==> run_1/placed.png <==
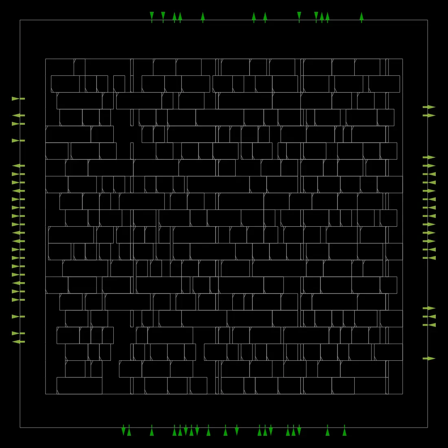
==> run_1/route_heat.png <==
Scale bar: 20 µm. 13 x 13 tiles, from black (low) to pale yellow (high), scaled to the fullest tile. Values are wire area over tile area, all layers added.
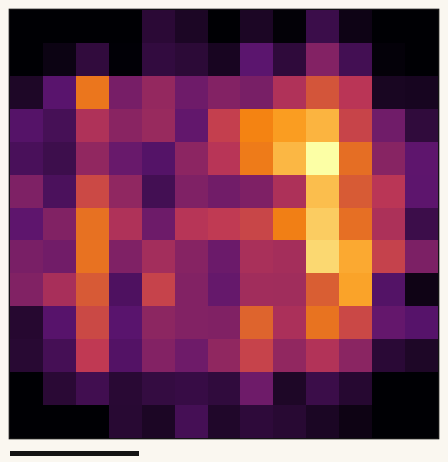
==> run_1/layers.png <==
Scale bar: 20 µm. Two of the layers only.
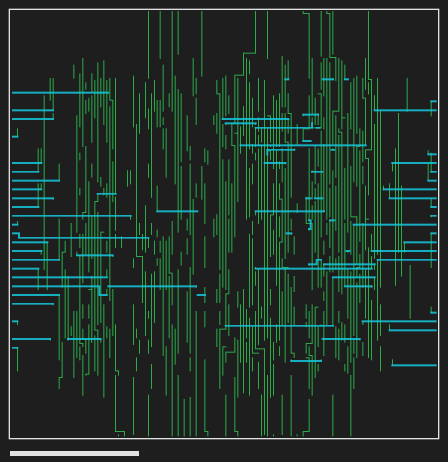
==> run_1/class_map.png <==
Fill, decap, tap and diode cells in grey.
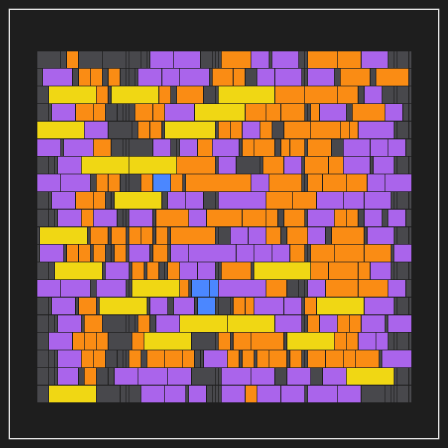
[config.mk]
export PLATFORM = sky130hd
export DESIGN_NAME = regfile_wr_arbiter
export DESIGN_NICKNAME = d
export VERILOG_FILES = /design/src/rtl/regfile_arb_pkg.sv /design/src/rtl/rr_arb2.sv /design/src/rtl/regfile_wr_arbiter.sv
export SDC_FILE = /design/constraint.sdc
export NUM_CORES = 1
export LEC_CHECK = 0
export ABC_CLOCK_PERIOD_IN_PS = 1900
export CAP_MARGIN = 10
export CORE_MARGIN = 4
export CORE_UTILIZATION = 38
export CTS_CLUSTER_SIZE = 20
export DETAILED_ROUTE_END_ITERATION = 6
export PLACE_DENSITY_LB_ADDON = 0.05
export SYNTH_ARGS = -nofsm -noshare
export SYNTH_HDL_FRONTEND = slang
export SYNTH_SLANG_ARGS = --single-unit
[constraint.sdc]
create_clock -name clk -period 1.9 [get_ports clk]
set_clock_uncertainty 0.05 [all_clocks]
set_input_delay 0.57 -clock clk [delete_from_list [all_inputs] [get_ports clk]]
set_output_delay 0.57 -clock clk [all_outputs]
set_load 0.02 [all_outputs]
[src/rtl/regfile_arb_pkg.sv]
// Shared types, default widths and the one-hot helper used by the regfile write arbiter.
package regfile_arb_pkg;

  localparam int unsigned N_DEF     = 16;
  localparam int unsigned R_DEF     = 3;
  localparam int unsigned MAX_R     = 8;
  localparam int unsigned ONEHOT_W  = 2 ** MAX_R;

  typedef enum logic {
    GNT_A = 1'b0,
    GNT_B = 1'b1
  } gnt_t;

  // Callers zero-extend their address to MAX_R bits and truncate the result to 2**R.
  function automatic logic [ONEHOT_W-1:0] onehot(input logic [MAX_R-1:0] idx);
    logic [ONEHOT_W-1:0] v;
    v      = '0;
    v[idx] = 1'b1;
    return v;
  endfunction

endpackage

[src/rtl/rr_arb2.sv]
// Pure combinational 2-input arbiter; REGFILE_ARB_RR_EN selects round-robin, otherwise A has fixed priority.
module rr_arb2
  import regfile_arb_pkg::*;
(
  input  logic [1:0] req_i,
  input  gnt_t       last_gnt_i,
  input  logic       enable_i,
  output logic [1:0] gnt_o
);

`ifdef REGFILE_ARB_RR_EN
  logic [1:0] contend_c;
  // On contention the requester that did not win last time goes next.
  assign contend_c = (last_gnt_i == GNT_A) ? 2'b10 : 2'b01;
`else
  logic [1:0] contend_c;
  logic       unused_last_gnt;
  assign contend_c       = 2'b01;
  assign unused_last_gnt = last_gnt_i;
`endif

  always_comb begin
    gnt_o = 2'b00;
    if (enable_i) begin
      case (req_i)
        2'b01:   gnt_o = 2'b01;
        2'b10:   gnt_o = 2'b10;
        2'b11:   gnt_o = contend_c;
        default: gnt_o = 2'b00;
      endcase
    end
  end

endmodule

[src/rtl/regfile_wr_arbiter.sv]
// Shares the regfile write port between ALU (A) and load (B) writeback through one registered slot.
// Arbitration policy: round-robin when REGFILE_ARB_RR_EN is defined, fixed A-priority otherwise.
module regfile_wr_arbiter
  import regfile_arb_pkg::*;
#(
  parameter int unsigned N = N_DEF,
  parameter int unsigned R = R_DEF
) (
  input  logic            clk,
  input  logic            reset,
  input  logic            a_valid,
  output logic            a_ready,
  input  logic [R-1:0]    a_addr,
  input  logic [N-1:0]    a_data,
  input  logic            b_valid,
  output logic            b_ready,
  input  logic [R-1:0]    b_addr,
  input  logic [N-1:0]    b_data,
  input  logic            wr_stall,
  output logic            we3,
  output logic [R-1:0]    wa3,
  output logic [N-1:0]    wd3,
  output logic [2**R-1:0] pend,
  output logic            last_gnt
);

  localparam int unsigned NREG = 2 ** R;

  logic         slot_valid_q, slot_valid_d;
  logic [R-1:0] slot_addr_q, slot_addr_d;
  logic [N-1:0] slot_data_q, slot_data_d;
  gnt_t         last_gnt_q, last_gnt_d;

  logic         slot_free_c;
  logic [1:0]   gnt_c;
  logic         a_acc_c, b_acc_c;

  // Slot can take a new write when empty or draining into the regfile this cycle.
  assign slot_free_c = ~slot_valid_q | ~wr_stall;

  rr_arb2 u_arb (
    .req_i      ({b_valid, a_valid}),
    .last_gnt_i (last_gnt_q),
    .enable_i   (slot_free_c & ~reset),
    .gnt_o      (gnt_c)
  );

  assign a_ready = gnt_c[0];
  assign b_ready = gnt_c[1];
  assign a_acc_c = a_valid & a_ready;
  assign b_acc_c = b_valid & b_ready;

  always_comb begin
    slot_valid_d = slot_valid_q;
    slot_addr_d  = slot_addr_q;
    slot_data_d  = slot_data_q;
    last_gnt_d   = last_gnt_q;
    if (a_acc_c) begin
      slot_valid_d = 1'b1;
      slot_addr_d  = a_addr;
      slot_data_d  = a_data;
      last_gnt_d   = GNT_A;
    end else if (b_acc_c) begin
      slot_valid_d = 1'b1;
      slot_addr_d  = b_addr;
      slot_data_d  = b_data;
      last_gnt_d   = GNT_B;
    end else if (slot_free_c) begin
      slot_valid_d = 1'b0;
    end
  end

  always_ff @(posedge clk) begin
    if (reset) begin
      slot_valid_q <= 1'b0;
      slot_addr_q  <= '0;
      slot_data_q  <= '0;
      last_gnt_q   <= GNT_B;
    end else begin
      slot_valid_q <= slot_valid_d;
      slot_addr_q  <= slot_addr_d;
      slot_data_q  <= slot_data_d;
      last_gnt_q   <= last_gnt_d;
    end
  end

  // Reset is gated in so a slot caught mid-stall never writes while reset is asserted.
  assign we3      = slot_valid_q & ~wr_stall & ~reset;
  assign wa3      = slot_addr_q;
  assign wd3      = slot_data_q;
  assign last_gnt = last_gnt_q;

  always_comb begin
    pend = '0;
    if (!reset) begin
      if (slot_valid_q) pend = pend | NREG'(onehot(MAX_R'(slot_addr_q)));
      if (a_valid)      pend = pend | NREG'(onehot(MAX_R'(a_addr)));
      if (b_valid)      pend = pend | NREG'(onehot(MAX_R'(b_addr)));
    end
  end

endmodule

==> flow_summary.toml, run 1 <==
# implementation run metrics
[outcome]
violations = "negative setup slack"
status = "finished, violations left"

[global_routing]
grt_first_pass_wirelength_mm = 8.17
antenna_found_initial = 0
gr-usage-met3_pct = 5.78

[logic_synthesis]
ys.flops = 21
edf_count = 0
synthDominantCellAreaShare_pct = 32.7
yosysMostFrequentCell = "o21ai_0"

[timing]
worst_slew_pin_slew_ns = 0.300
setup_viol = 8
fin_tns_setup_ns = -0.391
setup_ws_ns = -0.117

[place]
placedCellCount = 300

[worst_setup_path]
cp_slowest_cell = "and2b_2"
cp_cell_sequence = "buf_6, and2b_2, nand3_2, a31oi_2, buf_4"
critPathLaunch = "b_addr[2]"
crit_family = "simple AND/OR/NAND/NOR gates"

[drt]
drt-met1-wl_mm = 2.10
wl_met3_um = 443
postRouteAntennaNets = 0
drtIter0Drc = 152

[run]
warning_count = 29

[pwr]
combPwrFrac_pct = 44.8
p_switching_uw = 451

[hold_path]
hold-path-endpoint = "wd3[14]$_SDFFE_PP0P_"

[clock_tree]
cts_tree = "built"
clockBufferDepth = 2

[layout]
seq_share_pct = 16.8
## Picture notes: placed.png
Core ar.: 0.00315 mm²
Filler cells: 202
flip-flops: 21
Tapcells: 44

## Picture notes: route_heat.png
20% of the tiles are over half the peak. The fullest tile reaches 0.68. 12% of the tiles are nearly empty. The densest ninth of the die: east.

## Picture notes: layers.png
M3: drawn in cyan, wire length 444 µm. M2: drawn in green, wire length 2880 µm.

## Picture notes: class_map.png
remaining buffers and delay cells: drawn in purple, cells 108, share of their area 42%. sequential cells: drawn in yellow, cells 21, share of their area 17%. clock drivers and dummy loads: drawn in blue, cells 4, share of their area 1.0%. remaining logic cells: drawn in orange, cells 131, share of their area 40%.

## run 1: power by group through the flow
| stage | sequential, mW | clock, mW | combinational, mW |
|---|---|---|---|
| floorplan | 0.564 | 0 | 0.192 |
| global placement | 0.513 | 0 | 0.523 |
| detailed placement | 0.515 | 0 | 0.536 |
| CTS | 0.507 | 0.228 | 0.547 |
| global route | 0.516 | 0.243 | 0.628 |
| finish | 0.512 | 0.216 | 0.591 |
## run 1: tightest hold or removal path: stages (launching register included)
cell,delay (ns)
dfxtp_1,0.32
o21ai_0,0.06
a31oi_1,0.07
## run 1: metrics by stage
step / hold WS (ns) / cell area [µm²]
floorplan: 0.513 / 1340
global placement: 0.422 / 2300
detailed placement: 0.444 / 2300
CTS: 0.458 / 2390
global route: 0.475 / 2570
finish: 0.452 / 2570
==> run 2, diff against run 1 <==
--- a/config.mk
+++ b/config.mk
@@ -6,12 +6,13 @@
 export NUM_CORES = 1
 export LEC_CHECK = 0
 export ABC_CLOCK_PERIOD_IN_PS = 1900
-export CAP_MARGIN = 10
+export CAP_MARGIN = 5
 export CORE_MARGIN = 4
 export CORE_UTILIZATION = 38
 export CTS_CLUSTER_SIZE = 20
 export DETAILED_ROUTE_END_ITERATION = 6
 export PLACE_DENSITY_LB_ADDON = 0.05
+export SLEW_MARGIN = 40
 export SYNTH_ARGS = -nofsm -noshare
 export SYNTH_HDL_FRONTEND = slang
 export SYNTH_SLANG_ARGS = --single-unit
==> run_2/layers.png <==
Scale bar: 20 µm. Two of the layers only.
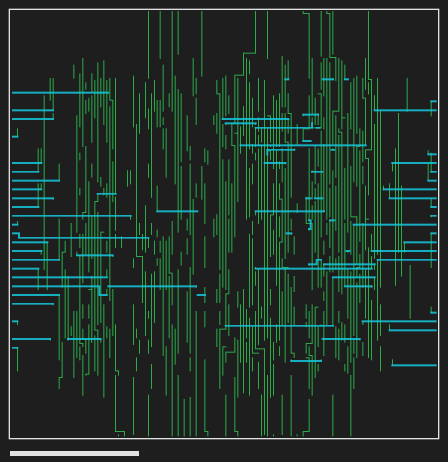
M2: drawn in green, wire length 2880 µm. M3: drawn in cyan, wire length 444 µm.
total track usage: 23.8%
drt total wl: 5.59 mm

==> flow_summary.toml, run 2 <==
# implementation run metrics
[outcome]
status = "finished, violations left"
violations = "negative setup slack"

[pwr]
powerClk_uw = 216
p_seq_uw = 512
powerComb_uw = 591
maxPowerGroup = "combinational logic"
combPwrFrac_pct = 44.8
p_per_area_mw_per_mm2 = 513
p_switching_uw = 451

[clock_tree]
cts_tree = "built"
clockBufferDepth = 2

[floorplanning]
coreArea_mm2 = 0.00315
taps = 44

[timing]
setup_ws_ns = -0.117
setup_viol = 8
worst_slew_pin_slew_ns = 0.300

[drt]
drtIter0Drc = 152
wl_met3_um = 443
postRouteAntennaNets = 0
drt-met1-wl_mm = 2.10

[global_routing]
antenna_found_initial = 0

[hold_path]
hold_class = "flip-flop to flip-flop"
hold-path-endpoint = "wd3[14]$_SDFFE_PP0P_"

[logic_synthesis]
synth_top_cell_by_area = "dfxtp_1"
ys.flops = 21
synthDominantCellAreaShare_pct = 32.7
edf_count = 0

[layout]
n_fill_cell = 202
seq_share_pct = 16.8
ff_count = 21

[worst_setup_path]
cp_slowest_cell = "and2b_2"
end_kind = "output port"
==> run_2/route_heat.png <==
Scale bar: 20 µm. 13 x 13 tiles, from black (low) to pale yellow (high), scaled to the fullest tile. Values are wire area over tile area, all layers added.
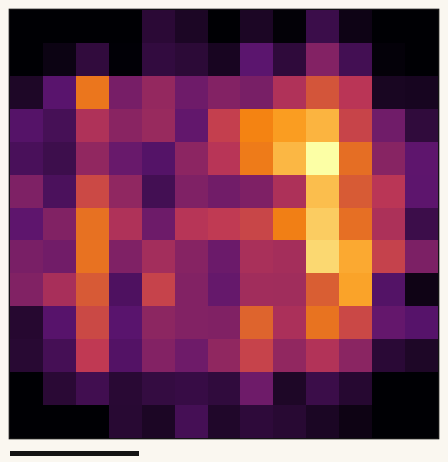
20% of the tiles are over half the peak. The mean over all tiles is 0.21. The fullest tile reaches 0.68. The densest ninth of the die: east. 12% of the tiles are nearly empty.

[run 2: cell counts after synthesis]
Identical to the previous run, type by type.
[run 2: per-stage QoR]
stage / TNS (ns) / utilization [%] / worst slack (ns) / instance area, µm² / total power [mW]
after global placement: -13.76 / 73.1 / -0.927 / 2300 / 1.04
final: -0.391 / 81.5 / -0.117 / 2570 / 1.32
after CTS: -0.262 / 75.7 / -0.112 / 2390 / 1.28
after detailed placement: -14.62 / 73.1 / -0.991 / 2300 / 1.05
after floorplan: -0.316 / - / -0.0902 / 1340 / 0.757
after global routing: -0.801 / 81.5 / -0.123 / 2570 / 1.39
[run 2: worst min-delay path: cells and delay by family, from the launching register on]
kind           cells  cell delay [ns]
flip-flops         1             0.32
AND-OR/OR-AND      2             0.13
==> run_2/class_map.png <==
Fill, decap, tap and diode cells in grey.
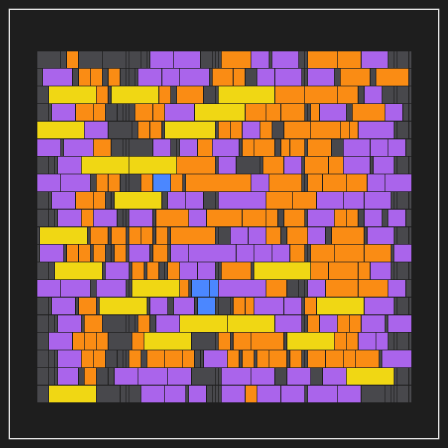

==> run 3, diff against run 2 <==
--- a/config.mk
+++ b/config.mk
@@ -7,10 +7,10 @@
 export LEC_CHECK = 0
 export ABC_CLOCK_PERIOD_IN_PS = 1900
 export CAP_MARGIN = 5
-export CORE_MARGIN = 4
 export CORE_UTILIZATION = 38
 export CTS_CLUSTER_SIZE = 20
 export DETAILED_ROUTE_END_ITERATION = 6
+export MAX_ROUTING_LAYER = met4
 export PLACE_DENSITY_LB_ADDON = 0.05
 export SLEW_MARGIN = 40
 export SYNTH_ARGS = -nofsm -noshare
==> run_3/class_map.png <==
Fill, decap, tap and diode cells in grey.
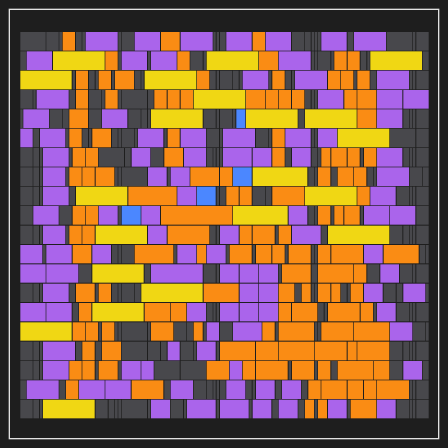
clock drivers and dummy loads: drawn in blue, cells 4, share of their area 1.1%. remaining buffers and delay cells: drawn in purple, cells 102, share of their area 40%. remaining logic cells: drawn in orange, cells 131, share of their area 40%. sequential cells: drawn in yellow, cells 21, share of their area 18%.

==> flow_summary.toml, run 3 <==
# implementation run metrics
[outcome]
violations = "negative setup slack"
status = "finished, violations left"

[timing]
setup_viol = 7
worst_slew_pin_slew_ns = 0.485
fin_tns_setup_ns = -0.240
setup_ws_ns = -0.0602
hold_slack_ns = 0.439

[logic_synthesis]
synthDominantCellAreaShare_pct = 32.7
synth_top_cell_by_area = "dfxtp_1"
edf_count = 0

[pwr]
p_switching_uw = 420
powerComb_uw = 531
powerClk_uw = 214

[layout]
finalInstanceArea_mm2 = 0.00239

[drt]
routed_wl_mm = 4.68

[worst_setup_path]
critPathLaunch = "wa3[2]$_SDFFE_PP0P_"

[floorplanning]
coreArea_mm2 = 0.00313

[global_routing]
track_usage_pct = 26.0
grt_first_pass_wirelength_mm = 7.01

[place]
place_area_mm2 = 0.00226
pre_cts_ws_ns = -0.975

[clock_tree]
clockBufferDepth = 2
==> run_3/ff_map.png <==
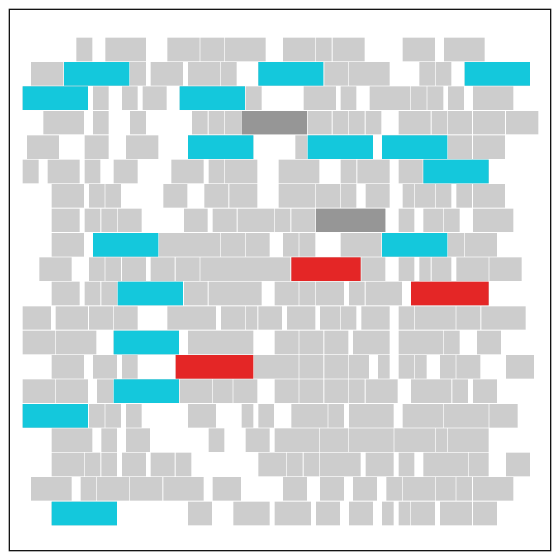
`wd3`: drawn in cyan, sequential cells 16, where spread over the die. `wa3`: drawn in red, sequential cells 3.

[run 3: cell counts after synthesis]
Identical to the previous run, type by type.
[run 3: final cells by class]
class	count	area, µm²
multi-input combinational	130	940
timing repair buffer	102	936
fill	245	737
sequential	21	430
tap	44	55.1
clock buffer	4	26.3
inverter	1	3.75
[run 3: cell families after synthesis]
logic type	Yosys count	synth area share [%]
buffers and inverters	15	6.91
AND-OR/OR-AND	86	42.2
flip-flops	21	32.7
AND/OR/NAND/NOR	44	18.2
[run 3: routing by layer]
layer / part of all wire, % / track usage, % / vias up / routed length, µm
met5: 0 / - / - / 0
met4: 0.68 / 7.97 / 0 / 32
met3: 4.6 / 3.90 / 6 / 213
met2: 52 / 44.6 / 69 / 2440
met1: 43 / 31.0 / 824 / 2000
li1: - / - / 809 / -
Power figures rest on the tool's default switching activity, not on a simulated workload.
